Run 1, where the registers sit:
(4 px per um) Other sequential cells in the stronger grey, the rest of the logic in the fainter grey.
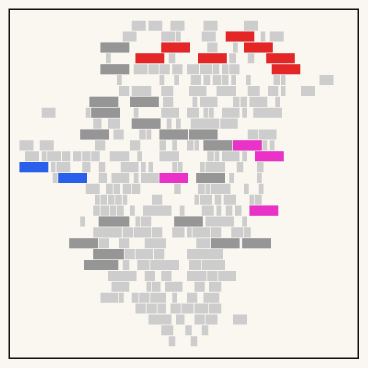
Run 1, I/O nets highlighted:
(4 px per um)
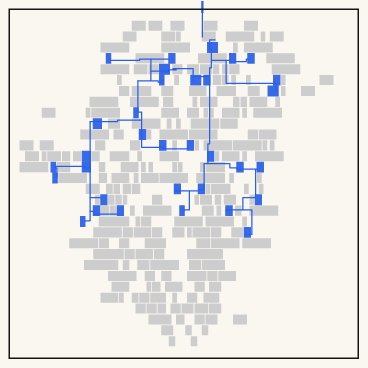
Run 1, clock wiring as the flow saved it:
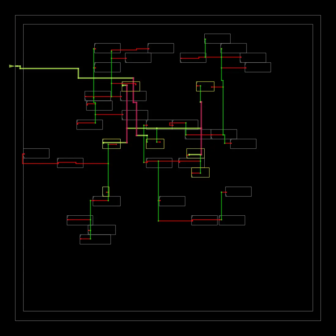
[src/rtl/ifm_window_feeder.sv]
// ---------------------------------------------------------------------------
// ifm_window_feeder
//
// Producer side of the KERNAL_SIZE x KERNAL_SIZE convolution line-buffer FIFO.
// On start it reads every IFM channel from the IFM buffer memory in raster
// order and pushes each pixel into the line-buffer FIFO. It tracks the
// row/column of each pushed pixel so that window_valid is raised only when the
// FIFO taps hold a genuine window. Windows that would straddle a row
// wrap-around are suppressed. After the final window of the last channel, done
// pulses for one cycle.
//
// Ports
//   clk, reset     : single clock, synchronous active-high reset
//   start          : begin a full pass (sampled only in IDLE)
//   stall          : downstream back-pressure, blocks new memory reads
//   ifm_sel        : channel currently being read
//   ifm_address    : read address row*IFM_SIZE+col (combinational from counters)
//   ifm_data_in    : memory read data, synchronous memory with 1-cycle latency
//   fifo_enable    : push strobe to the line-buffer FIFO
//   fifo_data_out  : pixel to the FIFO (pass-through of ifm_data_in)
//   window_valid   : FIFO taps hold a valid window this cycle
//   out_address    : output-pixel index of the current window (held otherwise)
//   busy           : pass in progress or pipeline not yet drained
//   done           : one-cycle pulse together with the final window_valid
// ---------------------------------------------------------------------------
module ifm_window_feeder #(
    parameter int DATA_WIDTH             = 32,
    parameter int IFM_SIZE               = 14,
    parameter int IFM_DEPTH              = 3,
    parameter int KERNAL_SIZE            = 5,
    parameter int IFM_SIZE_NEXT          = IFM_SIZE - KERNAL_SIZE + 1,
    parameter int ADDRESS_SIZE_IFM       = $clog2(IFM_SIZE * IFM_SIZE),
    parameter int ADDRESS_SIZE_NEXT_IFM  = $clog2(IFM_SIZE_NEXT * IFM_SIZE_NEXT),
    parameter int NUMBER_OF_BITS_SEL_IFM = (IFM_DEPTH > 1) ? $clog2(IFM_DEPTH) : 1
) (
    input  logic                              clk,
    input  logic                              reset,
    input  logic                              start,
    input  logic                              stall,
    output logic [NUMBER_OF_BITS_SEL_IFM-1:0] ifm_sel,
    output logic [ADDRESS_SIZE_IFM-1:0]       ifm_address,
    input  logic [DATA_WIDTH-1:0]             ifm_data_in,
    output logic                              fifo_enable,
    output logic [DATA_WIDTH-1:0]             fifo_data_out,
    output logic                              window_valid,
    output logic [ADDRESS_SIZE_NEXT_IFM-1:0]  out_address,
    output logic                              busy,
    output logic                              done
);

    localparam int CNT_W  = (IFM_SIZE > 1) ? $clog2(IFM_SIZE) : 1;
    localparam int SEL_W  = NUMBER_OF_BITS_SEL_IFM;
    localparam int ADDR_W = ADDRESS_SIZE_IFM;
    localparam int OUT_W  = ADDRESS_SIZE_NEXT_IFM;

    localparam logic [CNT_W-1:0] CNT_ZERO  = {CNT_W{1'b0}};
    localparam logic [CNT_W-1:0] CNT_ONE   = CNT_W'(1);
    localparam logic [CNT_W-1:0] LAST_POS  = CNT_W'(IFM_SIZE - 1);
    localparam logic [CNT_W-1:0] WIN_START = CNT_W'(KERNAL_SIZE - 1);
    localparam logic [SEL_W-1:0] SEL_ZERO  = {SEL_W{1'b0}};
    localparam logic [SEL_W-1:0] SEL_ONE   = SEL_W'(1);
    localparam logic [SEL_W-1:0] LAST_SEL  = SEL_W'(IFM_DEPTH - 1);
    localparam logic [OUT_W-1:0] OUT_ZERO  = {OUT_W{1'b0}};

    typedef enum logic [1:0] {
        ST_IDLE  = 2'd0,
        ST_READ  = 2'd1,
        ST_FLUSH = 2'd2
    } state_t;

    state_t             state_q,        state_d;
    logic [CNT_W-1:0]   col_q,          col_d;
    logic [CNT_W-1:0]   row_q,          row_d;
    logic [SEL_W-1:0]   sel_q,          sel_d;
    logic               pending_q,      pending_d;
    logic [CNT_W-1:0]   row_p_q,        row_p_d;
    logic [CNT_W-1:0]   col_p_q,        col_p_d;
    logic               last_p_q,       last_p_d;
    logic               window_valid_q, window_valid_d;
    logic [OUT_W-1:0]   out_address_q,  out_address_d;
    logic               done_q,         done_d;

    logic               issue_s;
    logic               last_pix_s;
    logic [CNT_W-1:0]   win_row_s;
    logic [CNT_W-1:0]   win_col_s;
    logic [OUT_W-1:0]   win_addr_s;

    // Next-state logic: FSM, raster counters, read pipeline and window tracking.
    always_comb begin
        state_d        = state_q;
        col_d          = col_q;
        row_d          = row_q;
        sel_d          = sel_q;
        issue_s        = 1'b0;
        last_pix_s     = (col_q == LAST_POS) && (row_q == LAST_POS) && (sel_q == LAST_SEL);

        case (state_q)
            ST_IDLE: begin
                if (start) begin
                    state_d = ST_READ;
                end else begin
                    state_d = ST_IDLE;
                end
            end
            ST_READ: begin
                issue_s = !stall;
                if (issue_s && last_pix_s) begin
                    state_d = ST_FLUSH;
                end else begin
                    state_d = ST_READ;
                end
            end
            ST_FLUSH: begin
                // Last read is in flight; its push and window finish on their own.
                state_d = ST_IDLE;
            end
            default: begin
                state_d = ST_IDLE;
            end
        endcase

        // Raster walk: column, then row, then channel. The channel wraps back
        // to 0 after the last one so a finished pass leaves all counters clear.
        if (issue_s) begin
            if (col_q == LAST_POS) begin
                col_d = CNT_ZERO;
                if (row_q == LAST_POS) begin
                    row_d = CNT_ZERO;
                    if (sel_q == LAST_SEL) begin
                        sel_d = SEL_ZERO;
                    end else begin
                        sel_d = sel_q + SEL_ONE;
                    end
                end else begin
                    row_d = row_q + CNT_ONE;
                end
            end else begin
                col_d = col_q + CNT_ONE;
            end
        end else begin
            col_d = col_q;
            row_d = row_q;
            sel_d = sel_q;
        end

        // The memory answers one cycle after the read, so the position of the
        // read travels alongside it and describes the pixel being pushed.
        pending_d = issue_s;
        if (issue_s) begin
            row_p_d = row_q;
            col_p_d = col_q;
        end else begin
            row_p_d = row_p_q;
            col_p_d = col_p_q;
        end
        last_p_d = issue_s && last_pix_s;

        // A push completes a window only when the pixel sits at least
        // KERNAL_SIZE-1 rows and columns into the map; smaller columns mean the
        // taps span the previous row's tail and must not be reported.
        window_valid_d = pending_q && (row_p_q >= WIN_START) && (col_p_q >= WIN_START);
        win_row_s      = row_p_q - WIN_START;
        win_col_s      = col_p_q - WIN_START;
        win_addr_s     = OUT_W'(win_row_s) * OUT_W'(IFM_SIZE_NEXT) + OUT_W'(win_col_s);
        if (window_valid_d) begin
            out_address_d = win_addr_s;
        end else begin
            out_address_d = out_address_q;
        end

        // The last pixel of the last channel always closes the final window.
        done_d = pending_q && last_p_q;
    end

    // State and pipeline registers with synchronous reset.
    always_ff @(posedge clk) begin
        if (reset) begin
            state_q        <= ST_IDLE;
            col_q          <= CNT_ZERO;
            row_q          <= CNT_ZERO;
            sel_q          <= SEL_ZERO;
            pending_q      <= 1'b0;
            row_p_q        <= CNT_ZERO;
            col_p_q        <= CNT_ZERO;
            last_p_q       <= 1'b0;
            window_valid_q <= 1'b0;
            out_address_q  <= OUT_ZERO;
            done_q         <= 1'b0;
        end else begin
            state_q        <= state_d;
            col_q          <= col_d;
            row_q          <= row_d;
            sel_q          <= sel_d;
            pending_q      <= pending_d;
            row_p_q        <= row_p_d;
            col_p_q        <= col_p_d;
            last_p_q       <= last_p_d;
            window_valid_q <= window_valid_d;
            out_address_q  <= out_address_d;
            done_q         <= done_d;
        end
    end

    assign ifm_sel       = sel_q;
    assign ifm_address   = ADDR_W'(row_q) * ADDR_W'(IFM_SIZE) + ADDR_W'(col_q);
    // In-flight data is pushed regardless of stall so nothing read is lost.
    assign fifo_enable   = pending_q;
    assign fifo_data_out = ifm_data_in;
    assign window_valid  = window_valid_q;
    assign out_address   = out_address_q;
    assign done          = done_q;
    assign busy          = (state_q != ST_IDLE) || pending_q || window_valid_q;

endmodule

[config.mk]
export PLATFORM = sky130hd
export DESIGN_NAME = ifm_window_feeder
export DESIGN_NICKNAME = d
export VERILOG_FILES = /design/src/rtl/ifm_window_feeder.sv
export SDC_FILE = /design/constraint.sdc
export NUM_CORES = 1
export LEC_CHECK = 0
export CAP_MARGIN = 20
export CORE_MARGIN = 2
export CORE_UTILIZATION = 30
export CTS_BUF_LIST = sky130_fd_sc_hd__clkbuf_8
export CTS_CLUSTER_DIAMETER = 150
export DETAILED_ROUTE_END_ITERATION = 8
export SYNTH_ARGS = -nofsm -noshare
export SYNTH_HDL_FRONTEND = slang
export SYNTH_SLANG_ARGS = --single-unit
[constraint.sdc]
create_clock -name clk -period 3.32 [get_ports clk]
set_clock_uncertainty 0.2 [all_clocks]
set_input_delay 0.664 -clock clk [delete_from_list [all_inputs] [get_ports clk]]
set_output_delay 0.664 -clock clk [all_outputs]
set_load 0.01 [all_outputs]
==> results.sh, run 1 <==
# flow metrics
export IMPL_postSynthAreaPerCell_sq_um=8.586
export IMPL_xor_xnor_portion_of_the_synthesized_cell_area=0.03825
export IMPL_lay_top_count="sky130_fd_sc_hd__nand2_1"
export IMPL_post_route_worst_setup_slack_ps=-74.23
export IMPL_layout_cells_largest_class="logic gates"
export IMPL_dp_hpwl_um=2973
export IMPL_synth_top_cell_area_share=0.3012
export IMPL_die_h_um=86.88
export IMPL_nWellTaps=80
export IMPL_post_synth_mux_area_share=0.01457
export IMPL_yosysTopAreaCell="sky130_fd_sc_hd__dfxtp_1"
export IMPL_setup_worst_path_class="reg2out"
export IMPL_detail_route_iter0_violations=103
export IMPL_tritoncts="built"
export IMPL_post_route_antenna_net_violation_count=0
export IMPL_and_or_nand_nor_area_frac=0.1931
export IMPL_non_clock_buffer_count=42
export IMPL_rows=30
export IMPL_gp_congestion=0.8315
export IMPL_routed_wl_um=3937
export IMPL_dp_cells=322
export IMPL_rr_startpoint="row_p_q[2]"
export IMPL_overflow=0
export IMPL_post_route_drc_count=0
export IMPL_finalSetupViolations=2
export IMPL_max_fo_critical_path=3
export IMPL_synth_flops=31
export IMPL_post_synth_inst_count=240
export IMPL_failed_checks="setup timing"
export IMPL_switching_share=0.2216
export IMPL_outcome="complete, but fails checks"
export IMPL_sort_of_element_at_the_end_of_the_critical_path="output port"
export IMPL_wl_met2_um=1978
export IMPL_first_global_vias=1534
export IMPL_p_int_w=0.0005503
export IMPL_synthesis_area_sq_mm=0.002061
export IMPL_core_area_sq_mm=0.006719
export IMPL_finish_utilization=0.3557
export IMPL_place_ws_ps=-336.7
## Picture notes: 'where the registers sit'
colour	netlist name	flops
magenta	col_p_q	4
blue	ifm_sel	2
red	out_address	7
not coloured	18

## Picture notes: 'I/O nets highlighted'
colour	port	bits	direction	end cells	wire
blue	reset	1	input	33	275 um

## Picture notes: 'clock wiring as the flow saved it'
power drawn by the clock network: 0.000300 W
TritonCTS buffer count: 5
clock sink count: 31
sequential cell count: 31
worst skew pair latency: 280 ps

-- run 1: critical path, cell delays in order, from the launching register on --
cell and delay (ps):
sky130_fd_sc_hd__dfxtp_2 330, sky130_fd_sc_hd__fa_1 570, sky130_fd_sc_hd__ha_1 230, sky130_fd_sc_hd__and3b_1 190, sky130_fd_sc_hd__or4_4 500, sky130_fd_sc_hd__a211oi_2 190
sky130_fd_sc_hd__nand2b_1 120, sky130_fd_sc_hd__buf_2 120
-- run 1: metrics by stage --
| step | setup TNS, ps | instance area (sq um) | hold WS [ps] |
|---|---|---|---|
| floorplan | 0 | 2061 | 204.5 |
| global placement | -579.1 | 2260 | 218.4 |
| detailed placement | -766.1 | 2260 | 225.6 |
| CTS | -153.9 | 2385 | 235.3 |
| global route | -411.2 | 2390 | 262.8 |
| finish | -118.8 | 2390 | 227.5 |
Run 1, cell area per tile:
(3 px per um) 9 x 9 tiles, from dark purple (low) to yellow (high), 0 to 100% covered.
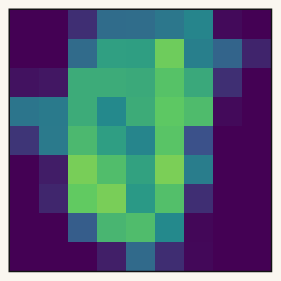

==> inputs of run 2 (changes only) <==
--- a/config.mk
+++ b/config.mk
@@ -5,8 +5,8 @@
 export SDC_FILE = /design/constraint.sdc
 export NUM_CORES = 1
 export LEC_CHECK = 0
-export CAP_MARGIN = 20
-export CORE_MARGIN = 2
+export CAP_MARGIN = 0
+export CORE_MARGIN = 4
 export CORE_UTILIZATION = 30
 export CTS_BUF_LIST = sky130_fd_sc_hd__clkbuf_8
 export CTS_CLUSTER_DIAMETER = 150
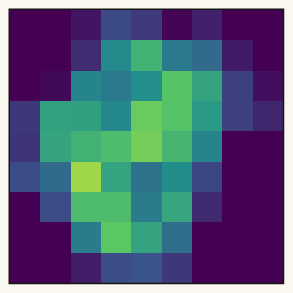
Run 2: cell area per tile
(3 px per um) 9 x 9 tiles, from dark purple (low) to yellow (high), 0 to 100% covered.
mean over tiles	28%
emptiest ninth of the die	bottom right
tiles over 75% full	3.7%
densest ninth of the die	middle
nearly empty tiles	32%

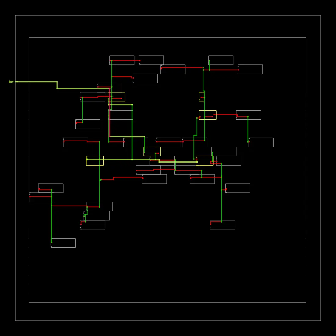
Run 2: clock wiring as the flow saved it
power drawn by the clock network: 0.000267 W
clock buffers: 5

==> run 2 against run 1 <==
  * The flow still finishes with violations (setup timing)
  * Fmax up 0.88%
  * Critical endpoint unchanged
  * Highest routed layer unchanged
  * Global-route usage down 0.44 points
  * Largest cell class unchanged
  * Core utilization up 0.92 points
  * Critical path type unchanged
==> results.sh, run 2 <==
# flow metrics
export IMPL_outcome="complete, but fails checks"
export IMPL_failed_checks="setup timing"
export IMPL_grt_util_met2=0.1785
export IMPL_rr_startpoint="row_p_q[2]"
export IMPL_cts_resized=23
export IMPL_gp_congestion=0.8156
export IMPL_yosysTopAreaCell="sky130_fd_sc_hd__dfxtp_1"
export IMPL_r2r_path_end="out_address[6]"
export IMPL_timing_hold_worst_class="reg2reg"
export IMPL_groute_layer_met1_usage=0.1292
export IMPL_post_route_antenna_net_violation_count=0
export IMPL_final_layout_size_suffix_gt1_frac=0.1594
export IMPL_and_or_nand_nor_area_frac=0.1931
export IMPL_avgRoutedWirePerCell_um=12.52
export IMPL_wl_met2_um=1959
export IMPL_place_ws_ps=-295.1
export IMPL_flop_cell="sky130_fd_sc_hd__dfxtp_1"
export IMPL_xor_xnor_portion_of_the_synthesized_cell_area=0.03825
export IMPL_setup_tns_final_ps=-87.71
export IMPL_dp_hpwl_um=3053
export IMPL_clock_tree_buffer_depth=2
export IMPL_overflow=0
export IMPL_die_h_um=90.88
export IMPL_grt_util_met3=0.04000
export IMPL_peak_usage_layer_in_the_global_routing_report="met2"
export IMPL_synth_async_sr_flop_share=0
export IMPL_worst_r2r_setup_slack_ps=690
export IMPL_switching_share=0.2232
export IMPL_post_route_cell_area_sq_mm=0.002370
export IMPL_cts_inserted_buffers=5
export IMPL_dp_cells=321
export IMPL_path_delay_family="simple AND/OR/NAND/NOR gates"
export IMPL_seq_power_w=0.000379
export IMPL_p_switching_w=0.0001509
export IMPL_fillCellCount=639
export IMPL_ys_cells=240
export IMPL_number_of_buffers_inserted_to_repair_setup_after_cts=1
export IMPL_postSynthAreaPerCell_sq_um=8.586
export IMPL_post_synth_mux_area_share=0.01457
export IMPL_post_route_drc_count=0
export IMPL_whs_ps=223.3
export IMPL_synth_flops=31
export IMPL_placed_cell_area_sq_mm=0.002271
export IMPL_power_leakage_nw=1.006
export IMPL_timing_critical_path_slowest_stage_cell="sky130_fd_sc_hd__fa_1"
export IMPL_p_comb_frac=0.045
export IMPL_rows=29
export IMPL_max_fo_critical_path=3
export IMPL_sort_of_element_at_the_end_of_the_critical_path="output port"
export IMPL_routedLengthMet1_um=1895
export IMPL_synth_top_cell_area_share=0.3012
export IMPL_finish_utilization=0.3649
export IMPL_unrepaired_setup_endpoints_after_global_routing="yes"
export IMPL_worstSkewPairLatency_ps=280
export IMPL_numPortBuffers=24
export IMPL_slew_headroom=0.7352
export IMPL_synthesis_area_sq_mm=0.002061
export IMPL_routed_wl_um=4106
export IMPL_setup_worst_path_start="row_q[2]"
export IMPL_setup_worst_path_class="reg2out"
export IMPL_post_route_worst_setup_slack_ps=-44.52
export IMPL_crit_cells=7
export IMPL_detail_route_iter0_violations=109
export IMPL_p_int_w=0.0005252
export IMPL_fp_dieW_um=90.88
export IMPL_first_global_vias=1638
export IMPL_power_frac_seq=0.560
export IMPL_core_area_sq_mm=0.006495
export IMPL_area_fraction_in_compound_gates=0.1081
export IMPL_timing_critical_path_cells="fa_1, ha_1, and3b_1, or4_4, a211oi_2, nand2b_1, buf_2"
export IMPL_met3_wirelength_um=208
export IMPL_finalSetupViolations=2
export IMPL_clock_sink_count=31
export IMPL_worstPathArrival_ps=2500
export IMPL_p_r_area_growth_vs_syn_pct=15.00
export IMPL_critical_path_max_stage_delay_ps=550
export IMPL_worstPathBufferInverterCount=1
export IMPL_tritoncts="built"
export IMPL_post_synth_inst_count=240
export IMPL_warnings=33
[run 2: final cells by class]
class / count / area [sq um] / area share
inverters: 15 / 56.30 / 0.02376
clock inverters: 1 / 3.754 / 0.001584
well taps: 77 / 96.34 / 0.04065
clock buffers: 5 / 68.82 / 0.02904
repair buffers: 45 / 382.9 / 0.1616
flip-flops and latches: 31 / 623.1 / 0.2629
multi-input cells: 154 / 1139 / 0.4805
[run 2: worst min-delay path by stage]
| stage | startpoint | endpoint | slack [ps] | cells past startpoint |
|---|---|---|---|---|
| floorplan | last_p_q | done | 200 | 2 |
| global placement | last_p_q | done | 220 | 2 |
| detailed placement | last_p_q | done | 220 | 2 |
| CTS | last_p_q | done | 230 | 2 |
| global route | last_p_q | done | 250 | 2 |
| finish | last_p_q | done | 220 | 2 |
Run 2, where the registers sit:
(4 px per um) Other sequential cells in the stronger grey, the rest of the logic in the fainter grey.
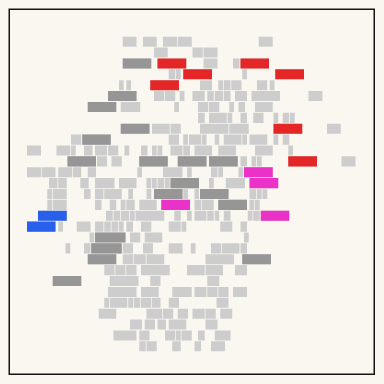

==> inputs of run 3 (changes only) <==
--- a/config.mk
+++ b/config.mk
@@ -7,10 +7,11 @@
 export LEC_CHECK = 0
 export CAP_MARGIN = 0
 export CORE_MARGIN = 4
-export CORE_UTILIZATION = 30
+export CORE_UTILIZATION = 40
 export CTS_BUF_LIST = sky130_fd_sc_hd__clkbuf_8
 export CTS_CLUSTER_DIAMETER = 150
 export DETAILED_ROUTE_END_ITERATION = 8
+export PLACE_DENSITY = 0.76
 export SYNTH_ARGS = -nofsm -noshare
 export SYNTH_HDL_FRONTEND = slang
 export SYNTH_SLANG_ARGS = --single-unit
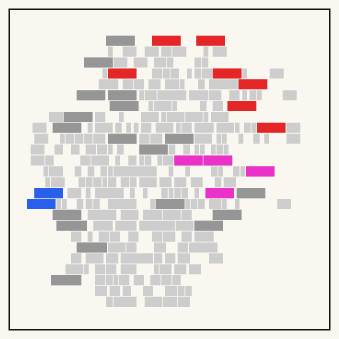
Run 3: where the registers sit
(4 px per um) Other sequential cells in the stronger grey, the rest of the logic in the fainter grey.
colour	netlist name	flops
magenta	col_p_q	4
blue	ifm_sel	2
red	out_address	7

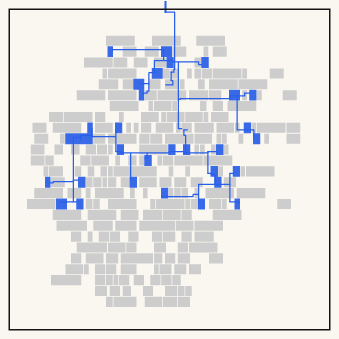
Run 3: I/O nets highlighted
(4 px per um)
colour	port	bits	direction	end cells	wire
blue	reset	1	input	33	253 um

==> run 3 against run 2 <==
  * The flow still finishes with violations (setup timing)
  * Combinational power down 2%
  * Final area increased by 1.5%
  * Total power up 17%
  * Synthesized area did not move
  * Core utilization grew 13 points
  * Sequential cell count unchanged
  * Critical path depth unchanged
  * Cell count shrank 2.7%
  * Sequential share of layout area is 0.34 points lower
  * Synthesized cell count did not move
  * Largest power group is now the clock network
==> results.sh, run 3 <==
# flow metrics
export IMPL_sort_of_element_at_the_end_of_the_critical_path="output port"
export IMPL_flop_cell="sky130_fd_sc_hd__dfxtp_1"
export IMPL_p_comb_frac=0.037
export IMPL_fillCellCount=452
export IMPL_comb_area_share=0.4784
export IMPL_timing_critical_path_slowest_stage_cell="sky130_fd_sc_hd__fa_1"
export IMPL_logic_area_sq_mm=0.001151
export IMPL_synthesis_area_sq_mm=0.002061
export IMPL_synth_flops=31
export IMPL_bufAreaShareNonClock=0.1550
export IMPL_path_delay_family="simple AND/OR/NAND/NOR gates"
export IMPL_switching_share=0.2015
export IMPL_power_frac_seq=0.479
export IMPL_post_route_cell_area_sq_mm=0.002406
export IMPL_p_int_w=0.0006312
export IMPL_sequential_cell_area_sq_um=624.3
export IMPL_avgRoutedWirePerCell_um=12.70
export IMPL_final_layout_size_suffix_gt1_frac=0.1786
export IMPL_nMultiInputCombCells=154
export IMPL_dp_cells=310
export IMPL_dp_hpwl_um=2999
export IMPL_flops=31
export IMPL_slew_headroom=0.6201
export IMPL_overflow=0
export IMPL_outcome="complete, but fails checks"
export IMPL_critical_path_max_stage_delay_ps=500
export IMPL_holdCritStartpoint="last_p_q"
export IMPL_failed_checks="setup timing"
export IMPL_finalSetupViolations=2
export IMPL_first_global_vias=1554
export IMPL_cts_inserted_buffers=5
export IMPL_synth_top_cell_area_share=0.3012
export IMPL_die_h_um=79.78
export IMPL_routed_wl_um=4052
export IMPL_setup_worst_path_start="row_q[3]"
export IMPL_worstSkewPairLatency_ps=280
export IMPL_numPortBuffers=24
export IMPL_rr_startpoint="row_p_q[2]"
export IMPL_yosysTopAreaCell="sky130_fd_sc_hd__dfxtp_1"
export IMPL_post_route_antenna_net_violation_count=0
export IMPL_finish_utilization=0.4963
export IMPL_power_leakage_nw=1.017
export IMPL_nWellTaps=67
export IMPL_rows=25
export IMPL_max_fo_critical_path=3
export IMPL_fp_dieW_um=79.78
export IMPL_clock_sink_count=31
export IMPL_place_ws_ps=-307.4
export IMPL_pg_clk_w=0.000382
export IMPL_worstPathBufferInverterCount=1
export IMPL_setup_tns_final_ps=-139.3
export IMPL_non_clock_buffer_count=44
export IMPL_timing_critical_path_cells="fa_1, ha_1, and3b_1, or4_4, a211oi_2, nand2b_1, buf_2"
export IMPL_post_route_worst_setup_slack_ps=-79.39
export IMPL_worst_r2r_setup_slack_ps=740
export IMPL_setup_worst_path_class="reg2out"
export IMPL_clock_buffers=6
export IMPL_detail_route_iter0_violations=105
## run 3: worst reg2reg max path: cells and delay by family, from the launching register on
kind	cells	cell delay, ps
adders and majority gates	4	1220
AOI/OAI and AO/OA	2	290
DFF	1	380
and+or+nand+nor	1	180
buffers and inverters	3	190
## run 3: kinds of logic after synthesis
family,share of synthesized area
buf+inv,0.1615
simple gates,0.1931
flops,0.3012
fa+ha+maj,0.1834
compound gates,0.1081
xor+xnor,0.03825
mux,0.01457
## run 3: what timing repair did
item,4_1_cts,5_1_grt
gates resized,21,5
pin swaps,3,2
buffers inserted,1,0
cloned,0,0
endpoints found under the setup margin,5,3
## run 3: routing by layer
metal  share of wire  up-vias  GRT usage
li1                -      792          -
met1            0.42      735     0.1541
met2            0.49       41     0.2404
met3           0.071        5    0.03950
met4           0.013        0    0.04899
met5               0        -          0

==> gallery <==
Selected gate families.
image #1
(6 px per um)
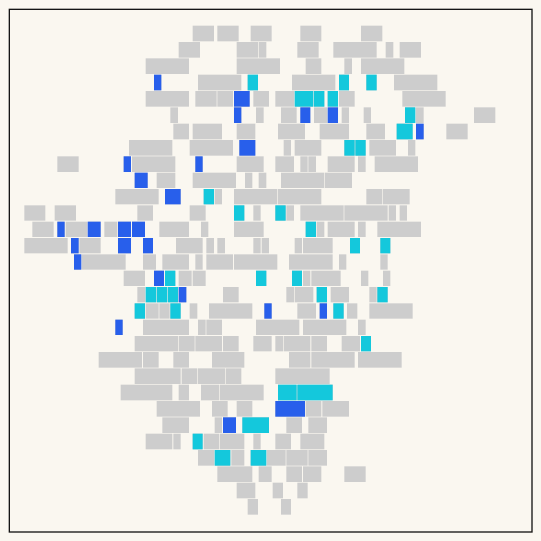
image #2
(4 px per um)
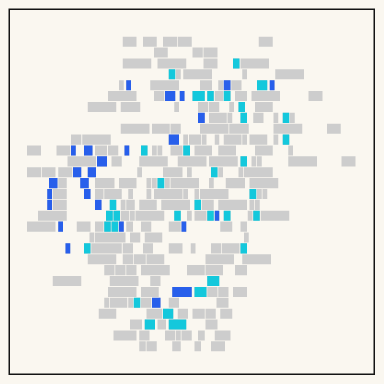
image #3
(6 px per um)
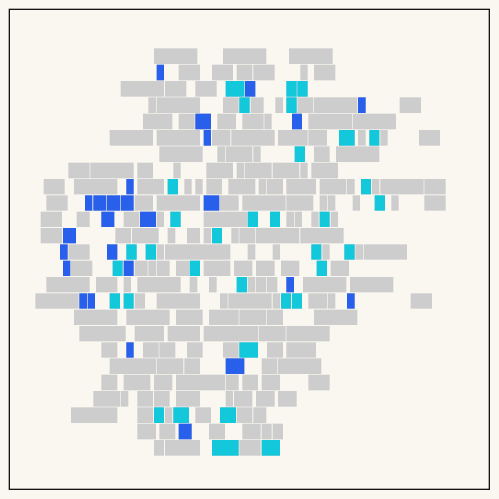
run 1 -> image #1
run 3 -> image #3
run 2 -> image #2
The one with the smallest die is image #3.

Power figures rest on the tool's default switching activity, not on a simulated workload.
